### src/rtl/bus_arbiter_if.sv
// Request/grant/split signal bundle between two bus masters, the split-capable
// slave and the arbiter.
interface bus_arbiter_if;
    logic m1_req;
    logic m2_req;
    logic split;
    logic m1_grant;
    logic m2_grant;
    logic m1_split;
    logic m2_split;
    logic msel;
    logic bus_busy;

    // Arbiter side
    modport master (
        input  m1_req, m2_req, split,
        output m1_grant, m2_grant, m1_split, m2_split, msel, bus_busy
    );

    // Requesting masters and slave side
    modport slave (
        output m1_req, m2_req, split,
        input  m1_grant, m2_grant, m1_split, m2_split, msel, bus_busy
    );
endinterface

### src/rtl/bus_arbiter.sv
// Two-master round-robin bus arbiter with single outstanding split support.
// While one master is parked by a split, the other may borrow the bus.
module bus_arbiter (
    input  logic          clk,
    input  logic          rstn,
    bus_arbiter_if.master bus
);

    typedef enum logic [2:0] {
        IDLE,
        GNT1,
        GNT2,
        SPL1,
        SPL1_G2,
        SPL2,
        SPL2_G1
    } state_t;

    state_t state_q, state_d;
    logic   last_gnt_q, last_gnt_d;
    logic   spl_done_q, spl_done_d;

    always_ff @(posedge clk or negedge rstn) begin
        if (!rstn) begin
            state_q    <= IDLE;
            last_gnt_q <= 1'b1;
            spl_done_q <= 1'b0;
        end else begin
            state_q    <= state_d;
            last_gnt_q <= last_gnt_d;
            spl_done_q <= spl_done_d;
        end
    end

    always_comb begin
        state_d = state_q;
        unique case (state_q)
            IDLE: begin
                if (bus.m1_req && bus.m2_req) state_d = last_gnt_q ? GNT1 : GNT2;
                else if (bus.m1_req)          state_d = GNT1;
                else if (bus.m2_req)          state_d = GNT2;
            end
            GNT1: begin
                if (bus.split)        state_d = SPL1;
                else if (!bus.m1_req) state_d = IDLE;
            end
            GNT2: begin
                if (bus.split)        state_d = SPL2;
                else if (!bus.m2_req) state_d = IDLE;
            end
            SPL1: begin
                if (!bus.split)      state_d = GNT1;
                else if (bus.m2_req) state_d = SPL1_G2;
            end
            SPL2: begin
                if (!bus.split)      state_d = GNT2;
                else if (bus.m1_req) state_d = SPL2_G1;
            end
            // Borrower is never preempted; the parked master returns only
            // once the borrower releases.
            SPL1_G2: begin
                if (!bus.m2_req) state_d = (spl_done_q || !bus.split) ? GNT1 : SPL1;
            end
            SPL2_G1: begin
                if (!bus.m1_req) state_d = (spl_done_q || !bus.split) ? GNT2 : SPL2;
            end
            default: state_d = IDLE;
        endcase
    end

    always_comb begin
        last_gnt_d = last_gnt_q;
        unique case (state_d)
            GNT1, SPL2_G1: last_gnt_d = 1'b0;
            GNT2, SPL1_G2: last_gnt_d = 1'b1;
            default:       last_gnt_d = last_gnt_q;
        endcase
    end

    always_comb begin
        spl_done_d = spl_done_q;
        if ((state_d == SPL1 && state_q != SPL1) || (state_d == SPL2 && state_q != SPL2))
            spl_done_d = 1'b0;
        else if ((state_q == SPL1_G2 || state_q == SPL2_G1) && !bus.split)
            spl_done_d = 1'b1;
    end

    always_comb begin
        bus.m1_grant = (state_q == GNT1) || (state_q == SPL2_G1);
        bus.m2_grant = (state_q == GNT2) || (state_q == SPL1_G2);
        bus.m1_split = (state_q == SPL1) || (state_q == SPL1_G2);
        bus.m2_split = (state_q == SPL2) || (state_q == SPL2_G1);
        bus.msel     = (state_q == GNT2) || (state_q == SPL1_G2) || (state_q == SPL2);
        bus.bus_busy = bus.m1_grant || bus.m2_grant;
    end

endmodule

### src/flat_wrapper.sv
// flat-port wrapper written by rule: the top's interface ports become plain ports
module bus_arbiter_flat 
  (clk, rstn, bus_m1_req, bus_m2_req, bus_split, bus_m1_grant, bus_m2_grant, bus_m1_split, bus_m2_split, bus_msel, bus_bus_busy);
  bus_arbiter_if bus_i ();
  input  logic clk;
  input  logic rstn;
  input wire logic [$bits(bus_i.m1_req)-1:0] bus_m1_req;
  input wire logic [$bits(bus_i.m2_req)-1:0] bus_m2_req;
  input wire logic [$bits(bus_i.split)-1:0] bus_split;
  output wire logic [$bits(bus_i.m1_grant)-1:0] bus_m1_grant;
  output wire logic [$bits(bus_i.m2_grant)-1:0] bus_m2_grant;
  output wire logic [$bits(bus_i.m1_split)-1:0] bus_m1_split;
  output wire logic [$bits(bus_i.m2_split)-1:0] bus_m2_split;
  output wire logic [$bits(bus_i.msel)-1:0] bus_msel;
  output wire logic [$bits(bus_i.bus_busy)-1:0] bus_bus_busy;
  assign bus_i.m1_req = bus_m1_req;
  assign bus_i.m2_req = bus_m2_req;
  assign bus_i.split = bus_split;
  assign bus_m1_grant = bus_i.m1_grant;
  assign bus_m2_grant = bus_i.m2_grant;
  assign bus_m1_split = bus_i.m1_split;
  assign bus_m2_split = bus_i.m2_split;
  assign bus_msel = bus_i.msel;
  assign bus_bus_busy = bus_i.bus_busy;
  bus_arbiter u_core (.clk(clk), .rstn(rstn), .bus(bus_i));
endmodule
### config.mk
export PLATFORM = sky130hd
export DESIGN_NAME = bus_arbiter_flat
export DESIGN_NICKNAME = d
export VERILOG_FILES = /design/src/rtl/bus_arbiter_if.sv /design/src/rtl/bus_arbiter.sv /design/src/flat_wrapper.sv
export SDC_FILE = /design/constraint.sdc
export NUM_CORES = 1
export LEC_CHECK = 0
export CORE_AREA = 2 2 39 41
export CTS_CLUSTER_DIAMETER = 80
export CTS_CLUSTER_SIZE = 8
export DETAILED_ROUTE_END_ITERATION = 8
export DIE_AREA = 0 0 41 43
export GPL_TIMING_DRIVEN = 0
export SLEW_MARGIN = 40
export SYNTH_ARGS = -nofsm -noshare
export SYNTH_HDL_FRONTEND = slang
export SYNTH_SLANG_ARGS = --single-unit
### constraint.sdc
create_clock -name clk -period 5.3 [get_ports clk]
set_input_delay 0.53 -clock clk [delete_from_list [all_inputs] [get_ports clk]]
set_output_delay 0.53 -clock clk [all_outputs]
set_load 0.1 [all_outputs]
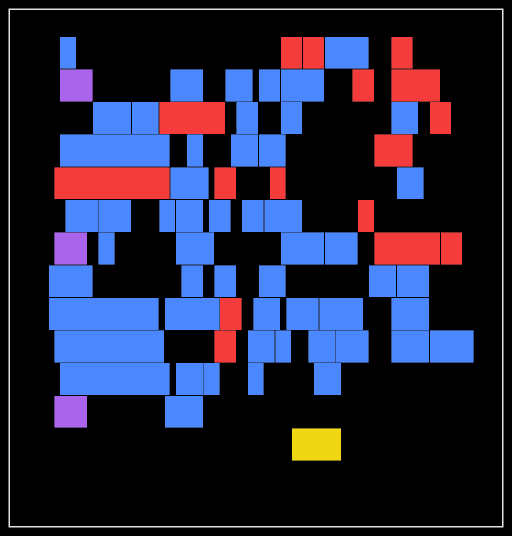
**Above:** run 1 (drive-strength map).
(12 px per um)
| size | colour | cells |
|---|---|---|
| drive 6 and up | yellow | 1 |
| drive 3 to 4 | purple | 3 |
| drive 2 | red | 16 |
| drive 1 or less | blue | 53 |

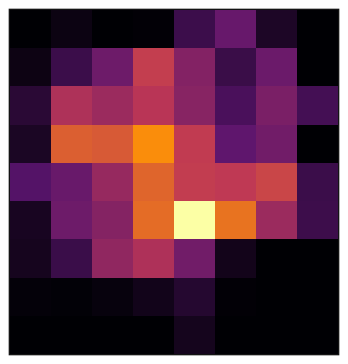
**Above:** run 1 (signal metal coverage by tile).
(8 px per um) 8 x 9 tiles, from black (low) to pale yellow (high), scaled to the fullest tile. Values are wire area over tile area, all layers added.
mean over tiles: 0.10
tiles over half the peak: 17%
emptiest ninth of the die: south-east
densest ninth of the die: centre
fullest tile: 0.44

==> results_slide.txt, run 1 <==
Key Metrics from the Run

Logic synthesis
  – Synth Instances: 60
  – EDFF count, synth: 0
  – Seq/Total Area, Yosys: 0.247
  – Yosys stat area: 512 um2
  – AO/OA Area Share: 0.362
  – Largest cells by area: dfrtp_1 20%, nand2b_1 6.1%, a221oi_2 5.9%
  – Adders+Majority by Area: 0
  – Syn avg cell area: 8.53 um2
  – Mux area share: 0.0416
  – Synth area leader: dfrtp_1
  – Yosys reg bits: 5

Placed design
  – Dpl hpwl: 931 um
  – # port buffers: 9

Clocking
  – Longest Clk Path Bufs: 2
  – CTS tree: built
  – CTS buffer count: 3
  – CTS clock-pin slew for the worst setup and hold paths: 0.04 ns
  – Root Driver: clkbuf_4

Setup path
  – CP arrival: 1.75 ns
  – CP max FO: 10
  – Critical path startpoint category: flip-flop

Route
  – Metal1 wirelength: 564 um
  – Vias/cell: 5.78
  – Total Routed Length: 1.18 mm
  – Iteration count of the initial detailed-routing pass: 4
  – WL/cell: 13.2 um

Timing
  – Hold_ws: 0.509 ns
  – F_max: 438 MHz
  – RSZ-0062 raised after global routing: no
  – Max Slew Vio Count: 0

Global routing
  – Initial antenna violation count: 0
  – Largest net degree at the start of global routing: 11

Floorplan
  – Die X: 41 um
  – Core area: 0.00138 mm2
  – Core Util at FP: 0.370
  – Io pins: 11

Final layout
  – Final core utilization: 0.447
  – P&R area growth vs syn: 20.8%
  – Most frequent logic cell in the layout: buf_2

Outcome
  – Status: finished, final reports clean

Run
  – Maxcap violations: 0
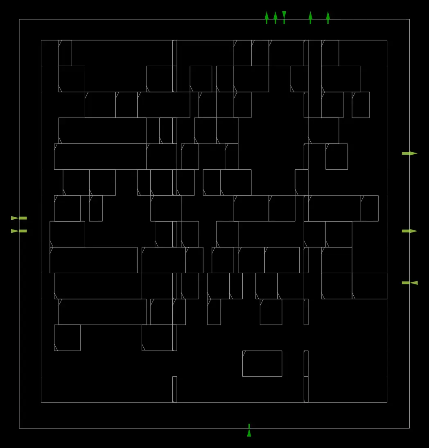
**Above:** run 1 (cell placement).
Std-Cell Rows: 14
flop share of the area: 0.204
fin cells: 89
FF+latch count: 5

run 1: state kept, by name (all words and copies together), names as in the netlist:
register,flops
u_core.spl_done_q,1
u_core.state_q,3
u_core.last_gnt_q,1
run 1: worst paths after layout:
check                      depth (start not counted)                       endpoint                           from
setup reg to reg                                   5  u_core.spl_done_q$_DFFE_PN0P_  u_core.spl_done_q$_DFFE_PN0P_
hold / removal                                     1    u_core.state_q[1]$_DFF_PN0_                           rstn
setup / recovery                                   5                   bus_bus_busy    u_core.state_q[2]$_DFF_PN0_
max in group asynchronous                          1  u_core.last_gnt_q$_DFFE_PN1P_                           rstn
min in group clk                                   2  u_core.last_gnt_q$_DFFE_PN1P_  u_core.last_gnt_q$_DFFE_PN1P_
hold reg to reg                                    2  u_core.last_gnt_q$_DFFE_PN1P_  u_core.last_gnt_q$_DFFE_PN1P_
run 1: worst max-delay path, cell delays in order, from the launching register on:
cell,delay [ns]
dfrtp_1,0.39
buf_2,0.19
inv_2,0.10
mux2_2,0.33
or2_1,0.22
buf_2,0.29
run 1: metal layers:
layer / vias to the layer above / GRT usage
met1: 244 / 0.223
met3: 0 / 0
met4: 0 / 0.0800
met5: - / 0
li1: 259 / -
met2: 11 / 0.231
run 1: cell families after synthesis:
logic type | count (synthesis)
flip-flops | 5
buffers and inverters | 7
AND-OR/OR-AND | 23
AND/OR/NAND/NOR | 23
multiplexers | 2
run 1: area by class of cell:
type	count	area, um2	share of cell area
tap	16	20.0	0.0324
buffer	4	26.3	0.0425
inverter	3	11.3	0.0182
multi-input combinational	48	348	0.563
timing repair buffer	9	60.1	0.0972
clock buffer	4	26.3	0.0425
sequential	5	126	0.204
run 1: Yosys cell counts (2+ instances only):
| master | instances |
|---|---|
| o21a_1 | 3 |
| nor2_1 | 3 |
| a221oi_2 | 2 |
| a211oi_1 | 2 |
| dfrtp_1 | 4 |
| a21oi_1 | 3 |
| nand2_1 | 2 |
| nor3_1 | 3 |
| nor2b_1 | 2 |
| inv_2 | 2 |
| nand2b_1 | 5 |
| buf_2 | 3 |
| o22ai_1 | 2 |
run 1: per-stage QoR:
stage               area (um2)  cells
CTS                        618     89
global route               618     89
finish                     618     89
floorplan                  512     60
detailed placement         592     85
global placement           622     85
**Run 1: I/O nets highlighted**

(6 px per um)
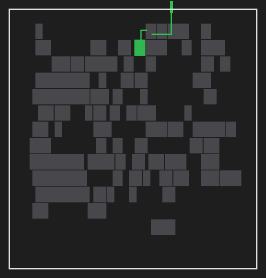

==> run 1 -> run 2 <==
clock period = 2.32 ns   (was 5.3 ns; I/O delays follow)
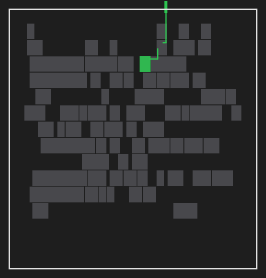
**Above:** run 2 (I/O nets highlighted).
(6 px per um)
| port | colour | bits | direction | edge | end cells | buffers | wire |
|---|---|---|---|---|---|---|---|
| bus_msel | green | 1 | output | north | 1 | 1 | 8.70 um |

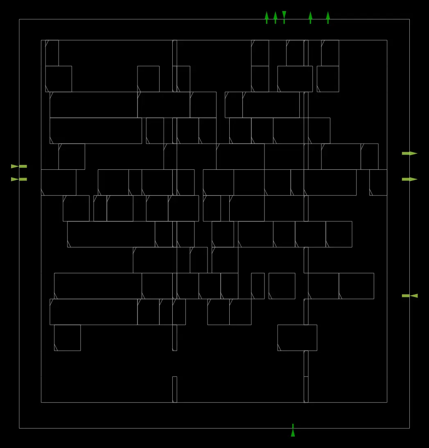
**Above:** run 2 (cell placement).
final core utilization: 0.458
TAP cells: 16

==> run 2 against run 1 <==
Die size unchanged. Via count up 3.1%. Register-to-register slack worse by 3.0 ns. Largest cell class unchanged. Non-clock buffer count unchanged. Area after synthesis unchanged. Highest routed layer unchanged. Clock skew down 0.0019 ns. Cell count unchanged.
==> results_slide.txt, run 2 <==
Key Metrics from the Run

Outcome
  – Status: finished, final reports clean

Final layout
  – Logic area: 363 um2 (+4.3%)
  – Top flop regs: u_core.state_q x3, u_core.last_gnt_q x1, u_core.spl_done_q x1
  – Reg area: 126 um2 (unchanged)
  – P&R area growth vs syn: 23.7%
  – Most frequent logic cell in the layout: buf_2
  – Most flops, register: u_core.state_q
  – Max reg flops: 3 (unchanged)

Setup path
  – Worst R2R Start: u_core.spl_done_q$_DFFE_PN0P_
  – Reg-to-reg endpoint: u_core.spl_done_q$_DFFE_PN0P_
  – CP arrival: 1.77 ns (+0.02 ns)
  – CP max FO: 10 (unchanged)
  – Critical path startpoint category: flip-flop

Logic synthesis
  – Yosys stat area: 512 um2 (unchanged)
  – EDFF count, synth: 0 (unchanged)
  – Largest cells by area: dfrtp_1 20%, nand2b_1 6.1%, a221oi_2 5.9%
  – Synth Instances: 60 (unchanged)
  – Cell Type Count: 37
  – Yosys reg bits: 5 (unchanged)
  – Yosys top cell by instances: nand2b_1
  – Syn avg cell area: 8.53 um2 (unchanged)
  – Synth area leader: dfrtp_1
  – Post-synth top cells: 5 x nand2b_1, 4 x dfrtp_1

Timing
  – RSZ-0062 raised after global routing: no
  – F_max: 501 MHz
  – Hold_ws: 0.213 ns (-0.297 ns)
  – Least-Margin Pin Slew: 0.515 ns

Clocking
  – Root Driver: clkbuf_4
  – Longest Clk Path Bufs: 2 (unchanged)
  – CTS buffer count: 3 (unchanged)
  – CTS tree: built

Floorplan
  – Core Util at FP: 0.370 (unchanged)
  – Core area: 0.00138 mm2 (unchanged)
  – Std-Cell Rows: 14 (unchanged)
  – Io pins: 11 (unchanged)
  – Die X: 41 um (unchanged)

Global routing
  – Initial antenna violation count: 0 (unchanged)

Route
  – Iteration count of the initial detailed-routing pass: 4 (unchanged)
  – WL/cell: 12.8 um (-2.9%)
  – Vias/cell: 5.96 (+3.1%)
  – Metal1 wirelength: 515 um (-8.7%)

Placed design
  – # port buffers: 9 (unchanged)
  – Dpl hpwl: 874 um (-6.1%)
## run 2: worst max path at each step
stage                               endpoint  cells after the start                   startpoint  slack, ns
2_1_floorplan                   bus_bus_busy                      4  u_core.state_q[2]$_DFF_PN0_      -0.08
3_3_place_gp                    bus_bus_busy                      5  u_core.state_q[1]$_DFF_PN0_      -0.13
3_5_place_dp   u_core.spl_done_q$_DFFE_PN0P_                      6                   bus_m1_req       0.12
4_1_cts                         bus_bus_busy                      5  u_core.state_q[2]$_DFF_PN0_       0.32
5_1_grt                         bus_bus_busy                      5  u_core.state_q[1]$_DFF_PN0_       0.24
6_report                        bus_bus_busy                      5  u_core.state_q[1]$_DFF_PN0_       0.32
## run 2: worst max-delay path, cell delays in order (launching register included)
cell	delay [ns]
dfrtp_1	0.41
buf_2	0.20
nand2b_1	0.23
a21oi_4	0.18
or2_1	0.10
buf_2	0.41
## run 2: through the flow
stage                     setup TNS [ns]  cells  area [um2]   util  setup WS (ns)
after floorplan                   -0.141     60         527      -        -0.0786
after global placement            -0.273     85         637  0.460         -0.133
after detailed placement               0     85         607  0.439          0.124
after CTS                              0     89         633  0.458          0.318
after global routing                   0     89         633  0.458          0.240
final                                  0     89         633  0.458          0.323
## run 2: kinds of logic after synthesis
kind of cell	after synthesis	share of synthesized area
buffers and inverters	7	0.0733
muxes	2	0.0416
AOI/OAI and AO/OA	23	0.362
and+or+nand+nor	23	0.276
DFF	5	0.247
## run 2: area by class of cell
cell class              count  area share
plain buffers               4      0.0415
clock buffers               4      0.0415
repair buffers              9      0.0949
inverters                   3      0.0178
multi-input cells          48       0.573
flip-flops and latches      5       0.200
well taps                  16      0.0316
## run 2: layer usage
layer / GRT usage / vias up
li1: - / 260
met1: 0.226 / 243
met2: 0.206 / 27
met3: 0.0314 / 0
met4: 0.100 / 0
met5: 0 / -
==> run 2 -> run 3 <==
ABC_CLOCK_PERIOD_IN_PS = 2320   (was unset)
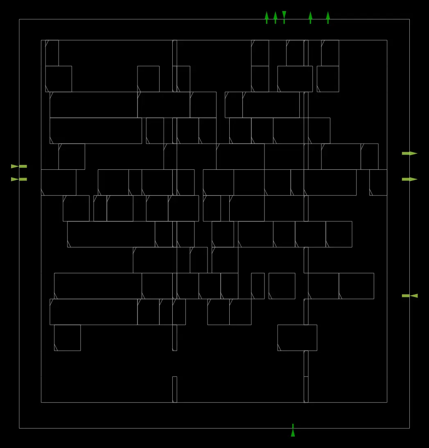
**Above:** run 3 (cell placement).
flop share of the area: 0.200
fillers: 148
core area: 0.00138 mm2

==> run 3 against run 2 <==
First-iteration DRC count is the same. Flip-flop count did not move. Register-to-register slack is essentially flat. Critical path type unchanged. Highest routed layer unchanged.
==> results_slide.txt, run 3 <==
Key Metrics from the Run

Setup path
  – CP max-delay cell: dfrtp_1
  – Critical path required time: 2.09 ns
  – Max incr delay on CP: 0.41 ns (about the same)
  – CP max FO: 10 (unchanged)
  – CP arrival: 1.77 ns (about the same)
  – CP most frequent cell: buf_2
  – Critical path startpoint category: flip-flop
  – Reg-to-reg endpoint: u_core.spl_done_q$_DFFE_PN0P_
  – Worst R2R Start: u_core.spl_done_q$_DFFE_PN0P_

Logic synthesis
  – Syn avg cell area: 8.53 um2 (unchanged)
  – Cell Type Count: 37 (unchanged)
  – Synth area leader: dfrtp_1
  – Yosys stat area: 512 um2 (unchanged)
  – EDFF count, synth: 0 (unchanged)
  – Yosys top cell by instances: nand2b_1
  – Synth Instances: 60 (unchanged)
  – Largest cells by area: dfrtp_1 20%, nand2b_1 6.1%, a221oi_2 5.9%
  – Post-synth top cells: 5 x nand2b_1, 4 x dfrtp_1

Timing
  – F_max: 501 MHz (unchanged)
  – Least-Margin Pin Slew: 0.515 ns (unchanged)
  – Minimum clock period: 2.00 ns
  – Final setup TNS: 0 ns (unchanged)
  – RSZ-0062 raised after global routing: no

Floorplan
  – Die X: 41 um (unchanged)
  – Core Util at FP: 0.370 (unchanged)
  – Std-Cell Rows: 14 (unchanged)

Route
  – Metal1 wirelength: 515 um (unchanged)
  – WL/cell: 12.8 um (unchanged)
  – Vias/cell: 5.96 (unchanged)
  – Iteration count of the initial detailed-routing pass: 4 (unchanged)

Final layout
  – Reg area: 126 um2 (unchanged)
  – Layout Nets: 79
  – Logic area: 363 um2 (unchanged)
  – Top flop regs: u_core.state_q x3, u_core.last_gnt_q x1, u_core.spl_done_q x1
  – Fin cells: 89 (unchanged)
  – Max reg flops: 3 (unchanged)

Clocking
  – Root Driver: clkbuf_4
  – Longest Clk Path Bufs: 2 (unchanged)
  – CTS buffer count: 3 (unchanged)
  – CTS tree: built

Placed design
  – Dpl hpwl: 874 um (unchanged)
  – Worst slack, placed: 0.124 ns (unchanged)
  – Routability cong.: 0.846
  – Placed Instances: 85 (unchanged)

Global routing
  – Initial antenna violation count: 0 (unchanged)
  – Vias in the first global route: 430

Outcome
  – Status: finished, final reports clean
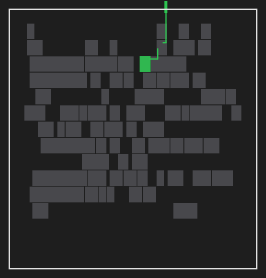
**Above:** run 3 (I/O nets highlighted).
(6 px per um)
| port | colour | bits | direction | edge | end cells | buffers | wire |
|---|---|---|---|---|---|---|---|
| bus_msel | green | 1 | output | north | 1 | 1 | 8.70 um |
io pins: 11
# port buffers: 9

==> run 3: layout make-up <==
type,count,share of cell area
plain buffers,4,0.0415
clock buffers,4,0.0415
inverters,3,0.0178
multi-input cells,48,0.573
flip-flops and latches,5,0.200
well taps,16,0.0316
repair buffers,9,0.0949
==> run 3: worst max path at each step <==
stage / from / to / slack, ns / depth (start not counted)
after floorplan: u_core.state_q[2]$_DFF_PN0_ / bus_bus_busy / -0.08 / 4
after global placement: u_core.state_q[1]$_DFF_PN0_ / bus_bus_busy / -0.13 / 5
after detailed placement: bus_m1_req / u_core.spl_done_q$_DFFE_PN0P_ / 0.12 / 6
after CTS: u_core.state_q[2]$_DFF_PN0_ / bus_bus_busy / 0.32 / 5
after global routing: u_core.state_q[1]$_DFF_PN0_ / bus_bus_busy / 0.24 / 5
final: u_core.state_q[1]$_DFF_PN0_ / bus_bus_busy / 0.32 / 5
==> run 3: cells by family after synthesis <==
family	after synthesis	synth area share
multiplexers	2	0.0416
AND/OR/NAND/NOR	23	0.276
flip-flops	5	0.247
buffers and inverters	7	0.0733
AND-OR/OR-AND	23	0.362
==> run 3: routing by layer <==
metal,vias to the layer above,GRT usage
met5,-,0
met4,0,0.100
met3,0,0.0314
met2,27,0.206
met1,243,0.226
li1,260,-
==> run 3: worst max-delay path: cells and delay by family, from the launching register on <==
family	cells	cell delay (ns)
simple gates	2	0.33
buf+inv	2	0.61
compound gates	1	0.18
flops	1	0.41
==> run 3: metrics by stage <==
stage	hold slack, ns	utilization	cell area (um2)
after floorplan	-0.0636	-	527
after global placement	0.465	0.460	637
after detailed placement	0.464	0.439	607
after CTS	0.206	0.458	633
after global routing	0.209	0.458	633
final	0.213	0.458	633

==> notes/layouts.md <==
Pictures saved along the way, in no particular order.

Gate-type map.
(12 px per um)
Plate I
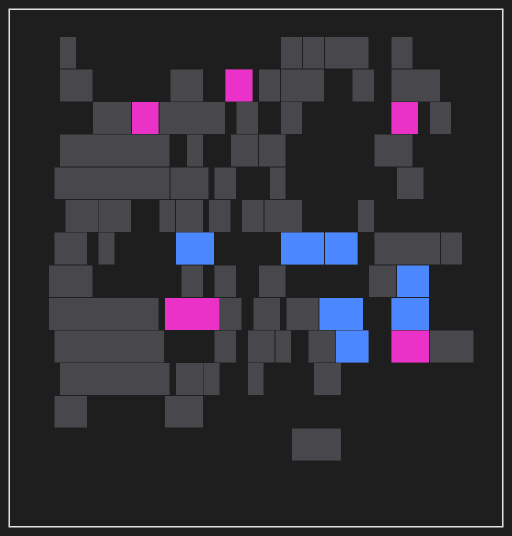
Plate II
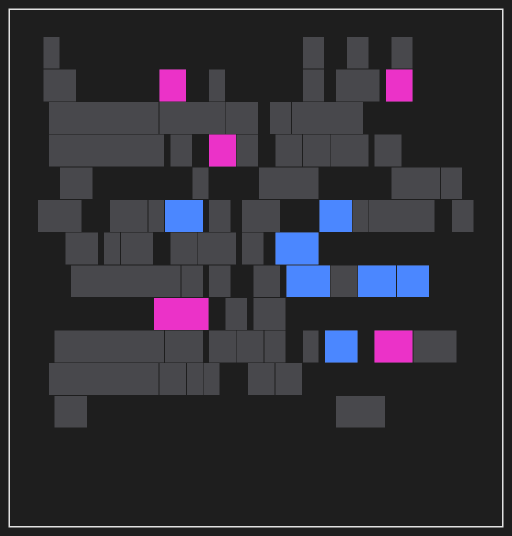
- run 1 = Plate I
- run 3 = Plate II

Key to Plate II:
| family | colour | cells |
|---|---|---|
| AND-OR and OR-AND gates | blue | 7 |
| AND and OR gates | magenta | 5 |

